**Run 1: cells coloured by class**

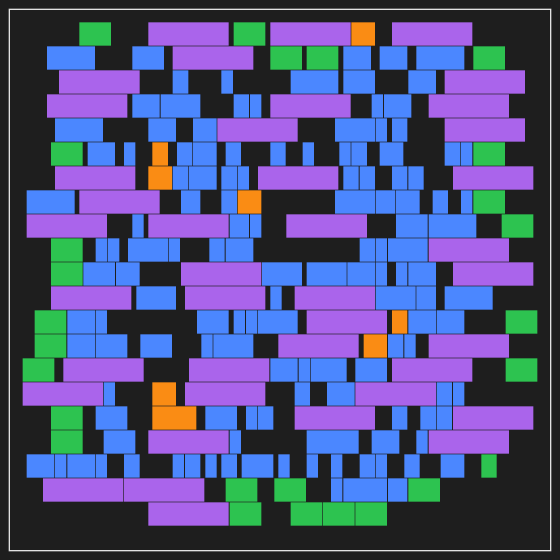
**Run 1: signal metal coverage by tile**

The bar under the picture is 20 um long. 12 x 12 tiles, from dark blue (low) to red (high), scaled to the fullest tile. Values are wire area over tile area, all layers added.
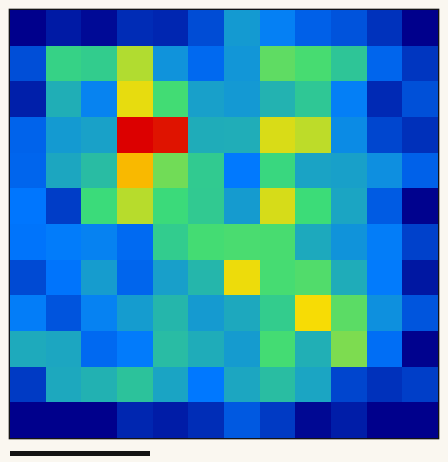
**Run 1: cell area per tile**

The bar under the picture is 20 um long. 6 x 6 tiles, from dark blue (low) to red (high), 0 to 100% covered.
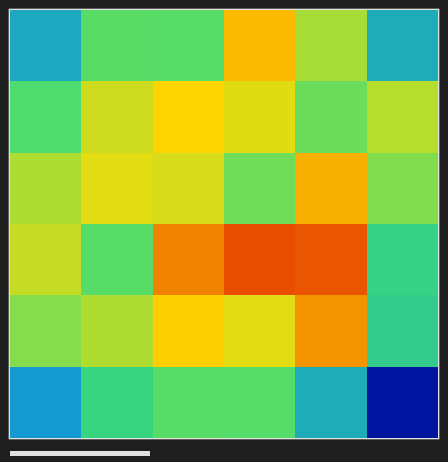
**Run 1: congestion heat map**

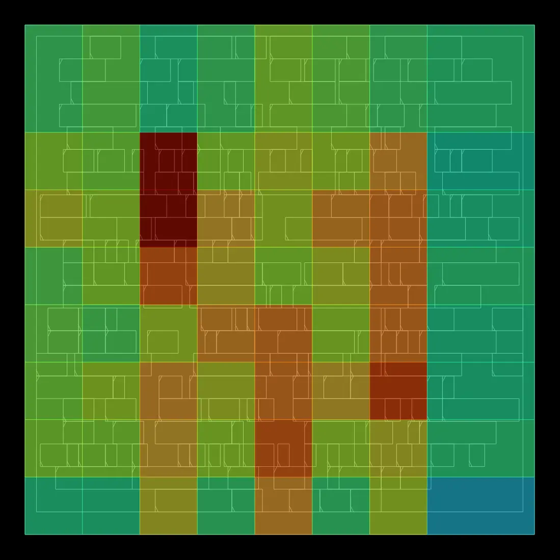
**src/rtl/sum_to_bcd.sv**
```systemverilog
// Iterative double-dabble converter: turns the {cout, sum} adder result into
// packed BCD digits, with valid/ready handshakes on both sides.
module sum_to_bcd #(
    parameter int WIDTH  = 8,
    parameter int DIGITS = 3
) (
    input  logic                  clk,
    input  logic                  rst_n,
    input  logic                  in_valid,
    output logic                  in_ready,
    input  logic                  in_cout,
    input  logic [WIDTH-1:0]      in_sum,
    output logic                  out_valid,
    input  logic                  out_ready,
    output logic [4*DIGITS-1:0]   bcd_digits
);

    localparam int VW = WIDTH + 1;
    localparam int BW = 4 * DIGITS;
    localparam int CW = $clog2(VW + 1);

    function automatic longint unsigned pow10(input int n);
        longint unsigned r;
        r = 64'd1;
        for (int i = 0; i < n; i++) begin
            r = r * 64'd10;
        end
        return r;
    endfunction

    localparam longint unsigned MAX_VALUE = (64'd1 << VW) - 64'd1;

    generate
        if (pow10(DIGITS) <= MAX_VALUE) begin : g_bad_digits
            $fatal(1, "sum_to_bcd: DIGITS too small to represent a WIDTH+1 bit value");
        end
    endgenerate

    typedef enum logic [1:0] {
        IDLE = 2'd0,
        CONV = 2'd1,
        DONE = 2'd2
    } state_t;

    state_t          state_q;
    logic [VW-1:0]   bin_q;
    logic [BW-1:0]   scratch_q;
    logic [CW-1:0]   cnt_q;
    logic [BW-1:0]   bcd_q;
    logic            out_valid_q;

    logic [BW-1:0]   scratch_adj;
    logic [BW-1:0]   scratch_d;
    logic [VW-1:0]   bin_d;
    logic            load;

    // Each digit >= 5 gets +3 so the following left shift carries into the next digit.
    generate
        for (genvar gi = 0; gi < DIGITS; gi++) begin : g_adj
            assign scratch_adj[gi*4 +: 4] = (scratch_q[gi*4 +: 4] >= 4'd5)
                                          ? scratch_q[gi*4 +: 4] + 4'd3
                                          : scratch_q[gi*4 +: 4];
        end
    endgenerate

    assign scratch_d = {scratch_adj[BW-2:0], bin_q[VW-1]};
    assign bin_d     = {bin_q[VW-2:0], 1'b0};

    always_comb begin
        in_ready = 1'b0;
        case (state_q)
            IDLE:    in_ready = 1'b1;
            DONE:    in_ready = out_ready;
            default: in_ready = 1'b0;
        endcase
    end

    assign load       = in_valid && in_ready;
    assign out_valid  = out_valid_q;
    assign bcd_digits = bcd_q;

    always_ff @(posedge clk or negedge rst_n) begin
        if (!rst_n) begin
            state_q     <= IDLE;
            bin_q       <= '0;
            scratch_q   <= '0;
            cnt_q       <= '0;
            bcd_q       <= '0;
            out_valid_q <= 1'b0;
        end else begin
            case (state_q)
                IDLE: begin
                    if (load) begin
                        bin_q     <= {in_cout, in_sum};
                        scratch_q <= '0;
                        cnt_q     <= CW'(VW);
                        state_q   <= CONV;
                    end
                end
                CONV: begin
                    scratch_q <= scratch_d;
                    bin_q     <= bin_d;
                    cnt_q     <= cnt_q - CW'(1);
                    if (cnt_q == CW'(1)) begin
                        bcd_q       <= scratch_d;
                        out_valid_q <= 1'b1;
                        state_q     <= DONE;
                    end
                end
                DONE: begin
                    if (out_ready) begin
                        out_valid_q <= 1'b0;
                        // Combined handshake: accept the next operand on the same edge.
                        if (in_valid) begin
                            bin_q     <= {in_cout, in_sum};
                            scratch_q <= '0;
                            cnt_q     <= CW'(VW);
                            state_q   <= CONV;
                        end else begin
                            state_q <= IDLE;
                        end
                    end
                end
                default: state_q <= IDLE;
            endcase
        end
    end

endmodule

```
**config.mk**
```make
export PLATFORM = sky130hd
export DESIGN_NAME = sum_to_bcd
export DESIGN_NICKNAME = d
export VERILOG_FILES = /design/src/rtl/sum_to_bcd.sv
export SDC_FILE = /design/constraint.sdc
export NUM_CORES = 1
export LEC_CHECK = 0
export CAP_MARGIN = 10
export CORE_UTILIZATION = 58
export DETAILED_ROUTE_END_ITERATION = 10
export MAX_ROUTING_LAYER = met4
export PLACE_DENSITY_LB_ADDON = 0.12
export REMOVE_ABC_BUFFERS = 1
export SYNTH_ARGS = -nofsm -noshare
export SYNTH_HDL_FRONTEND = slang
export SYNTH_SLANG_ARGS = --single-unit
```
**constraint.sdc**
```tcl
create_clock -name clk -period 3.6 [get_ports clk]
set_input_delay 0.72 -clock clk [delete_from_list [all_inputs] [get_ports clk]]
set_output_delay 0.72 -clock clk [all_outputs]
set_load 0.02 [all_outputs]
```
==> flow_results.org, run 1 <==
#+TITLE: Synthesis and PnR summary

** Final layout
- The class occupying the most area after layout is reported as registers.
- The area growth from synthesis to layout is 14.5%.
- Clock tree buffers and inverters occupy 2.63% of the routed design's cell area.
- 123 cells are multi-input combinational gates.
- The layout report gives the register share of total cell area as 43.0%.
- By instance count after routing, the leading logic cell types are sky130_fd_sc_hd__dfrtp_1 (40), sky130_fd_sc_hd__nand2_1 (27), sky130_fd_sc_hd__clkdlybuf4s50_1 (25).
- Leaving out filler cells and counting taps, the final layout contains 253.
- Counting only logic cells after layout, the most numerous master is sky130_fd_sc_hd__dfrtp_1.
- Per the layout report, the design carries 6 clock buffers.
- Total number of nets in the final design :: 227
- Multi-input logic gates represent a cell area share of 39.3%.
- The final layout report lists a non-clock buffer count of 26.
- The repair_antennas step left the layout with diodes totalling 0.
- Leaving out the clock tree, the finished layout contains an inverter count of 10.
- The design has 40 sequential cells.
- Counting the fill cells in the layout gives 278.
- The layout report lists the multi-input gate area as 915 sq um.
- Measured on the final layout, buffering overhead outside the clock network stands at 11.0%.
- Across the whole layout, storage elements account for 0.00100 sq mm.
- In the final layout, the share of cells above drive strength 1 is 15.0%.

** Global route
- Initial antenna violation count :: 0
- The number of global-route vias before repair was 1294.
- Maximum number of pins on one net before global-route repair :: 41
- First-pass GRT wire length :: 5650 um
- Total Routing Usage GR :: 21.4%
- Global routing finished with a remaining overflow of 0.
- Routing resource usage on met3 recorded by global route was 5.67%.
- Global routing consumed, on the met2 layer, 34.6% of the routing resources.

** Synthesis
- Mapped Cells :: 180
- The average instance in the mapped netlist occupies 11.3 sq um.
- The stat command in Yosys gives a chip area of 0.00203 sq mm.
- Area fraction in full adders, half adders and majority gates :: 4.93%
- After synthesis, the design contains 180 cells according to Yosys.
- Share of synthesized area occupied by flip-flops and latches :: 49.3%
- Synthesis warning total :: 0
- For reference, simple AND, OR, NAND and NOR cells occupy 14.1% of the area reported after synthesis.
- Xor/xnor share :: 2.16%
- Among the non-sequential cells, simple AND/OR/NAND/NOR gates take the most area.
- Before any placement, the netlist area is recorded as 0.00203 sq mm.
- Post-synthesis cell type count :: 31
- Share of synthesized cell area in and-or and or-and compound cells :: 13.2%
- In this run, synthesis produced a sequential element count of 40.
- Area fraction in mux cells :: 10.6%

** Worst setup path
- Counting cells, the worst reg-to-reg path comes to 3.
- Setup slack on the worst reg-to-reg path comes out at 1.93 ns.
- Startpoint of the worst register-to-register path :: state_q[0]
- Data arrives at the worst endpoint at 2.07 ns.
- The required time at the worst endpoint is listed as 2.88 ns.
- Worst Setup End Kind :: primary output
- The critical path in this run is classified as primary input to primary output.
- Max fanout on the critical path was recorded as 3.
- Crit path from :: out_ready
- The capture point of the worst register-to-register path is recorded as bcd_digits[1].
- The worst setup path is launched from a primary input.
- CP Capture Point :: in_ready

** Placement
- Per the gpl log, the routability congestion estimate is 0.748.
- The pre-CTS setup check shows a worst slack of 0.804 ns.
- Detailed placement finished with a half-perimeter wire length of 2360 um.
- Input and output buffers added on the ports amount to 26.
- Dpl cells :: 245

** Route
- First-pass iteration count of the detailed router :: 4
- Using the TritonRoute via totals, the vias-per-cell ratio works out to 5.26.
- Per-cell routed wire length :: 13.1 um
- Antenna Nets Post-Route :: 0
- The violation tally recorded at the end of detailed-routing iteration 0 is 37.
- Per the detailed-route log, wirelength across all metal layers totals 3320 um.
- Remaining routing DRC violations :: 0
- Across all layers, the routed design uses 1330 vias.

** Floorplan
- Die outline area :: 0.00374 sq mm
- During I/O placement, the number of pins put on the boundary was 27.
- The flow inserted 46 tap cells.
- Height of the chip :: 61.2 um
- Total number of placement rows :: 21
- Die Wd :: 61.2 um

** Clock network
- The clock passes through at most 2 buffers.
- CTS built an H-tree with a depth of 2.
- CTS added clock buffers totalling 5.
- Insertion delay at the late pin of the worst-skew pair :: 0.34 ns
- In this run, post-CTS hold repair placed 0 buffers.
- Post_cts resized :: 0
- The root buffer cell chosen for the clock tree is sky130_fd_sc_hd__clkbuf_4.
- TritonCTS built the clock tree.
- Post-CTS timing repair inserted 0 buffers for setup.
- Register clock-pin slew on the reported worst setup and hold paths :: 0.12 ns
- The clock drives 40 sinks.

** Status
- Result of the run :: finished, final reports clean

** Final timing
- Hold timing on the final database bottoms out at a slack of 0.467 ns.
- Final setup margin :: 0.808 ns
- Counting I/O delays and the setup requirement, the final critical path takes 2.79 ns.
- The worst pin sits at a relative slew slack of 43.8%.
- Fmax :: 358 MHz
- Worst Clk Skew :: 0.00995 ns
- Of the available clock period, the critical path in the final layout requires 77.6%.
- The final report lists the setup-violating endpoint count as 0.
- Total Negative Setup Slacks :: 0 ns
- Worst slew pin tran :: 0.843 ns
- For reference, the final report shows the hold violation count at 0.
- Setup repair after global routing left no endpoint under its margin.
- Total count of max-transition violations in the final report :: 0

** Worst hold path
- The type recorded for the worst min-delay path is primary input to async pin.

** Job
- Summing over the stages, the warning tally comes to 29.
- Total of max-cap violations :: 0

** Power
- Looking at the VDD voltage map, the peak drop is 0.000449 V.
- Per the OpenROAD power report, leakage power amounts to 1.05 nW.
- Power Dens Cells :: 909 mW/mm^2
- Total power for the finished layout comes to 2.12 mW.
About 'cells coloured by class':
Blue is all other logic, cells 133. Orange is clock drivers and dummy loads, cells 8. Green is other buffers and delay cells, cells 26. Purple is flops, cells 40.

About 'signal metal coverage by tile':
The densest ninth of the die: centre. The fullest tile reaches 0.43. 17% of the tiles are over half the peak. The mean over all tiles is 0.14. 6.9% of the tiles are nearly empty.

About 'cell area per tile':
The densest ninth of the die: centre. 22% of the tiles are over 75% full. The mean over all tiles is 61%.
effective utilization at floorplan: 60.9%
core region area: 0.00334 sq mm
share of the core filled with cells in the final layout: 69.7%

About 'congestion heat map':
met1 track utilization from global routing: 25.6%
GR peak layer: met2

==> run 1: critical path, cell delays in order <==
cell	delay (ns)
sky130_fd_sc_hd__clkdlybuf4s50_1	0.54
sky130_fd_sc_hd__nor2b_4	0.07
sky130_fd_sc_hd__nor2_1	0.13
sky130_fd_sc_hd__clkdlybuf4s50_1	0.62
==> run 1: flip-flops by register name (all words and copies together), names as in the netlist <==
signal	cells
bin_q	9
scratch_q	12
bcd_digits	12
state_q	2
out_valid	1
cnt_q	4
==> run 1: stage by stage <==
stage	utilization [%]	cell area, sq um
4_1_cts	69.7	2330
2_1_floorplan	-	1950
3_5_place_dp	67.9	2270
5_1_grt	69.7	2330
3_3_place_gp	67.9	2270
6_report	69.7	2330
==> run 1: cell usage after synthesis <==
| cell | number | area, sq um |
|---|---|---|
| sky130_fd_sc_hd__o21ai_1 | 12 | 60.1 |
| sky130_fd_sc_hd__buf_6 | 7 | 78.8 |
| sky130_fd_sc_hd__o31a_1 | 1 | 8.76 |
| sky130_fd_sc_hd__o21ai_2 | 4 | 35.0 |
| sky130_fd_sc_hd__nor3b_1 | 5 | 37.5 |
| sky130_fd_sc_hd__nand2b_1 | 4 | 25.0 |
| sky130_fd_sc_hd__nand2b_2 | 1 | 8.76 |
| sky130_fd_sc_hd__xor2_1 | 1 | 8.76 |
| sky130_fd_sc_hd__nand2_4 | 1 | 11.3 |
| sky130_fd_sc_hd__mux2i_1 | 11 | 110 |
| sky130_fd_sc_hd__a22oi_1 | 1 | 7.51 |
| sky130_fd_sc_hd__xnor2_1 | 4 | 35.0 |
| sky130_fd_sc_hd__dfrtp_1 | 40 | 1000 |
| sky130_fd_sc_hd__mux2_4 | 7 | 105 |
| sky130_fd_sc_hd__a21oi_2 | 3 | 26.3 |
| sky130_fd_sc_hd__a22o_1 | 6 | 52.6 |
| sky130_fd_sc_hd__nor2_1 | 2 | 7.51 |
| sky130_fd_sc_hd__o21ai_0 | 7 | 35.0 |
| sky130_fd_sc_hd__and2b_4 | 1 | 10.0 |
| sky130_fd_sc_hd__o31ai_2 | 1 | 12.5 |
| sky130_fd_sc_hd__nor3b_2 | 1 | 12.5 |
| sky130_fd_sc_hd__nor4_2 | 1 | 12.5 |
| sky130_fd_sc_hd__nand2_1 | 27 | 101 |
| sky130_fd_sc_hd__a21oi_1 | 5 | 25.0 |
| sky130_fd_sc_hd__nor2b_4 | 1 | 13.8 |
| sky130_fd_sc_hd__inv_1 | 10 | 37.5 |
| sky130_fd_sc_hd__o22ai_1 | 1 | 6.26 |
| sky130_fd_sc_hd__nand3_1 | 3 | 15.0 |
| sky130_fd_sc_hd__nor3_4 | 1 | 16.3 |
| sky130_fd_sc_hd__nor3_1 | 3 | 15.0 |
| sky130_fd_sc_hd__ha_1 | 8 | 100 |
==> run 1: where the power goes <==
part	switching [mW]	internal (mW)
logic	0.561	0.514
registers	0.161	0.647
clock network	0.141	0.0930
total	0.862	1.25
==> run 1: routing by layer <==
layer	wire length, um	part of all wire [%]	up-vias
li1	-	-	668
met1	1510	45	636
met2	1680	51	22
met3	94	2.8	4
met4	38	1.1	0
met5	0	0	-
**Run 1: drive-strength map**

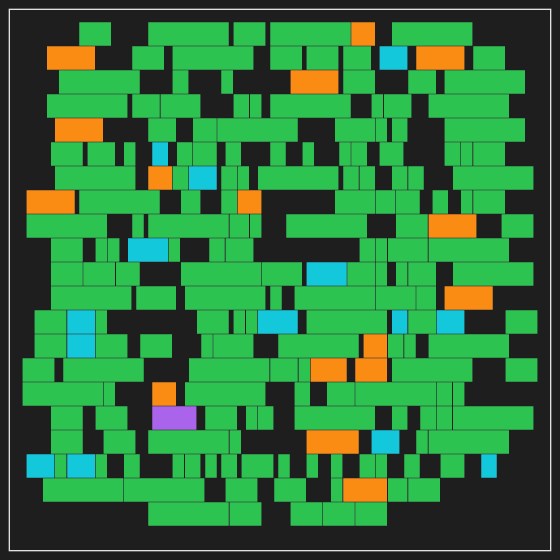

==> run 1 -> run 2 <==
- CORE_UTILIZATION: 58 -> 49
- clock period: 3.6 -> 2.55 ns (I/O delays scaled with it)
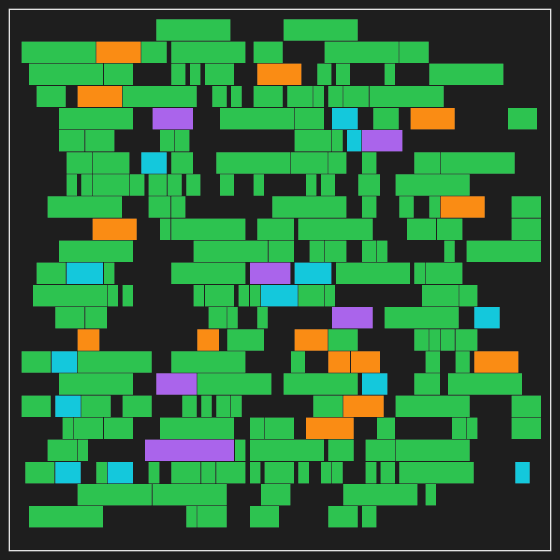
**Above:** run 2 (drive-strength map).
Green is drive 1 or less, cells 176, share 84%. Orange is drive 3 to 4, cells 14, share 6.7%. Cyan is drive 2, cells 13, share 6.2%. Purple is drive 6 and up, cells 6, share 2.9%.

==> flow_results.org, run 2 <==
#+TITLE: Synthesis and PnR summary

** Synthesis
- The synthesized area is 0.00203 sq mm (unchanged).
- The number of cell instances after yosys synthesis came to 180 (unchanged).
- Post-synthesis cell type count :: 31 (unchanged)
- The synthesis area per yosys is 0.00203 sq mm (unchanged).
- Top area cells in the synthesized netlist :: sky130_fd_sc_hd__dfrtp_1 (49%), sky130_fd_sc_hd__mux2i_1 (5.4%), sky130_fd_sc_hd__mux2_4 (5.2%), sky130_fd_sc_hd__nand2_1 (5.0%), sky130_fd_sc_hd__ha_1 (4.9%)
- Area fraction in full adders, half adders and majority gates :: 4.93% (unchanged)
- Synthesized-area fraction occupied by and/or/nand/nor cells :: 14.1% (unchanged)
- Mapped Cells :: 180 (unchanged)
- Share of synthesized area occupied by flip-flops and latches :: 49.3% (unchanged)
- Main logic family :: simple AND/OR/NAND/NOR gates
- Dominant register cell in the synthesized netlist :: sky130_fd_sc_hd__dfrtp_1
- The share of cell area taken by muxes after synthesis is 10.6% (unchanged).
- The post-synthesis async set-or-reset flop share was 100% (unchanged).
- Synthesis warning total :: 0 (unchanged)
- Xor/xnor share :: 2.16% (unchanged)
- The biggest area contributor in the post-synthesis netlist is sky130_fd_sc_hd__dfrtp_1.
- The top-area cell type share of the netlist area came to 49.3% (unchanged).
- The aoi/oai-family share of the synthesized area is 13.2% (unchanged).
- The average instance area after synthesis came to 11.3 sq um (unchanged).
- By instance count, the leading cell after synthesis is sky130_fd_sc_hd__dfrtp_1.

** Final layout
- The register area is 0.00100 sq mm (unchanged).
- Layout cell share with drive strength beyond 1 :: 15.8% (+0.81 points)
- Total number of nets in the final design :: 229 (+0.88%)
- Per the cell usage report, the commonest logic cell in the layout is sky130_fd_sc_hd__dfrtp_1.
- The antenna diode instance count came to 0 (unchanged).
- Number of cells in the finished layout apart from fillers :: 259 (+2.4%)
- Layout fillers :: 357 (+28%)
- The area of the multi-input gates came to 915 sq um (unchanged).

** Floorplan
- The height of the die was 66.4 um (+8.5%).
- Die outline area :: 0.00441 sq mm (+18%)
- The count of standard-cell rows was 23 (+9.5%).
- The initial cell density of the core came to 50.8% (-10 points).
- The width of the die was 66.4 um (+8.5%).

** Route
- First-iteration detailed-routing DRC count :: 47 (+27%)
- Detailed-route wire length :: 3600 um (+8.6%)
- Remaining routing DRC violations :: 0 (unchanged)
- The wire length on met2 was 1760 um (+4.8%).
- Routed signal wires occupy layers up through met4.
- The wire length the detailed router placed on met1 is 1680 um (+11%).
- The via density per instance came to 5.33 (+1.4%).
- The detailed-routed wire length on met3 is 107 um (+14%).
- The number of detailed-route iterations in the first pass came to 4 (unchanged).
- Per-cell routed wire length :: 13.9 um (+6.1%)

** Worst setup path
- Crit path largest cell delay :: 0.63 ns (about the same)
- Setup Crit Path Kind :: primary input to primary output
- The number of buffers and inverters on the critical path is 2 (unchanged).
- The slowest stage of the critical path is the sky130_fd_sc_hd__clkdlybuf4s50_1 cell.
- Crit path launch type :: primary input
- Per the timing report, the most critical flop-to-flop path originates at state_q[0].
- The maximum fanout count along the critical path was 3 (unchanged).
- The arrival time at the worst endpoint was 1.90 ns (-0.17 ns).
- In this run the critical path is formed by clkdlybuf4s50_1 > nor2b_4 > nor2_1 > clkdlybuf4s50_1.

** Final timing
- The slew at the pin closest to its max-slew limit was 0.894 ns (+0.0517 ns).
- Based on the critical path, the design can be clocked at up to 414 MHz.
- The number of pins with negative max-slew slack in the final report came to 0 (unchanged).
- Counting I/O delays and the setup requirement, the final critical path takes 2.41 ns.
- The final setup violation count was 0 (unchanged).
- The final timing summary puts the cycle share of the worst path at 94.6%.
- Number of hold-slack violations in the final timing report :: 0 (unchanged)
- Max_slew headroom :: 40.4% (-3.4 points)
- Worst Clk Skew :: 0.00772 ns (-0.00224 ns)
- Unrepaired setup endpoints after global routing :: false

** Clock network
- The number of buffers inserted during clock tree synthesis came to 5 (unchanged).
- The number of setup buffers added after CTS was 0 (unchanged).
- Looking at the clock tree report, the root buffer type is sky130_fd_sc_hd__clkbuf_8.
- The number of cells upsized or downsized after cts was 0 (unchanged).
- The largest buffer count on any clock path came to 2 (unchanged).

** Power
- The cell area power density is 1330 mW/mm^2 (+46%).
- The clock share of power is 16.0% (+4.9 points).
- The design internal power was 1.93 mW (+54%).
- The leakage power summed over all cells was 1.08 nW (+2.5%).
- Net Sw Frac :: 39.4% (-1.4 points)
- Share of power burned in combinational logic :: 48.2% (-2.6 points)
- Power consumption :: 3.19 mW (+51%)

** Placement
- The cell area after placement was 0.00229 sq mm (+0.88%).

** Global route
- Vias in the first global route :: 1349 (+4.3%)
- Total Routing Usage GR :: 19.9% (-1.5 points)
- The number of antenna violations at the first check in global routing is 0 (unchanged).

** Job
- Tally of OpenROAD warnings :: 29 (unchanged)
- Total of max-cap violations :: 0 (unchanged)

** Status
- Result of the run :: finished, final reports clean
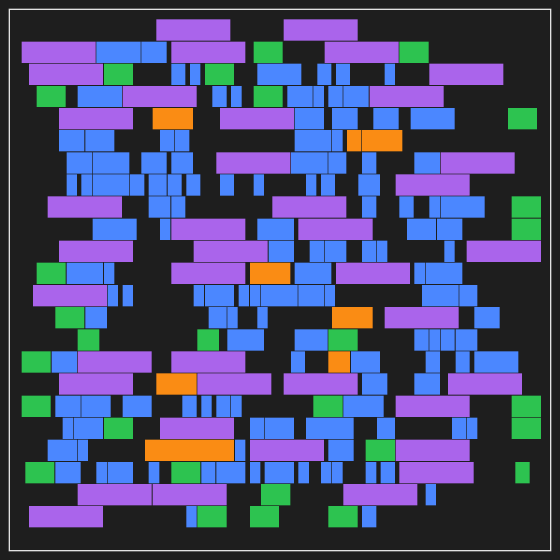
**Above:** run 2 (cells coloured by class).
share of the core filled with cells in the final layout: 59.9%
core region area: 0.00400 sq mm
sequential fraction of total cell area: 41.8%
final design instance area without fill: 0.00240 sq mm

[run 2: cell counts after synthesis]
Identical to the previous run, type by type.
[run 2: metal layers]
metal,global-route usage [%],vias to the layer above
li1,-,676
met1,23.4,680
met2,32.4,18
met3,5.69,7
met4,7.18,0
met5,-,-
[run 2: worst max path at each step]
stage                     slack [ns]       from  cells after the start  endpoint
after detailed placement        0.13  out_ready                      4  in_ready
final                           0.14  out_ready                      4  in_ready
after CTS                       0.13  out_ready                      4  in_ready
after global placement          0.19  out_ready                      4  in_ready
after global routing            0.12  out_ready                      4  in_ready
after floorplan                 1.08   in_valid                      4  bin_q[4]
[run 2: per-stage QoR]
| step | worst slack, ns | util [%] |
|---|---|---|
| after detailed placement | 0.128 | 57.1 |
| after CTS | 0.132 | 59.9 |
| after global placement | 0.195 | 57.1 |
| after global routing | 0.121 | 59.9 |
| final | 0.137 | 59.9 |
| after floorplan | 1.08 | - |
[run 2: worst reg2reg max path, delay by kind of cell (launching register included)]
family | cells | cell delay [ns]
multiplexers | 1 | 0.37
AND/OR/NAND/NOR | 2 | 0.73
flip-flops | 1 | 0.48
[run 2: cell type report]
class	instances	share of cell area (%)
well taps	50	2.61
clock inverters	3	1.77
clock buffers	5	2.87
inverters	10	1.57
repair buffers	28	11.3
flip-flops and latches	40	41.8
multi-input cells	123	38.2
[run 2: cells by family after synthesis]
group                      count (synthesis)
xor gates and xnor gates                   5
buffers and inverters                     17
DFF                                       40
muxes                                     18
AOI/OAI and AO/OA                         41
adders and majority gates                  8
and+or+nand+nor                           51
[run 2: power groups by stage]
stage / sequential, mW / clock [mW] / combinational (mW)
final: 1.14 / 0.511 / 1.54
after global routing: 1.18 / 0.560 / 1.70
after CTS: 1.14 / 0.526 / 1.56
after detailed placement: 1.15 / 0 / 1.55
after global placement: 1.13 / 0 / 1.50
after floorplan: 1.22 / 0 / 0.987
Power and IR drop assume default switching activity.
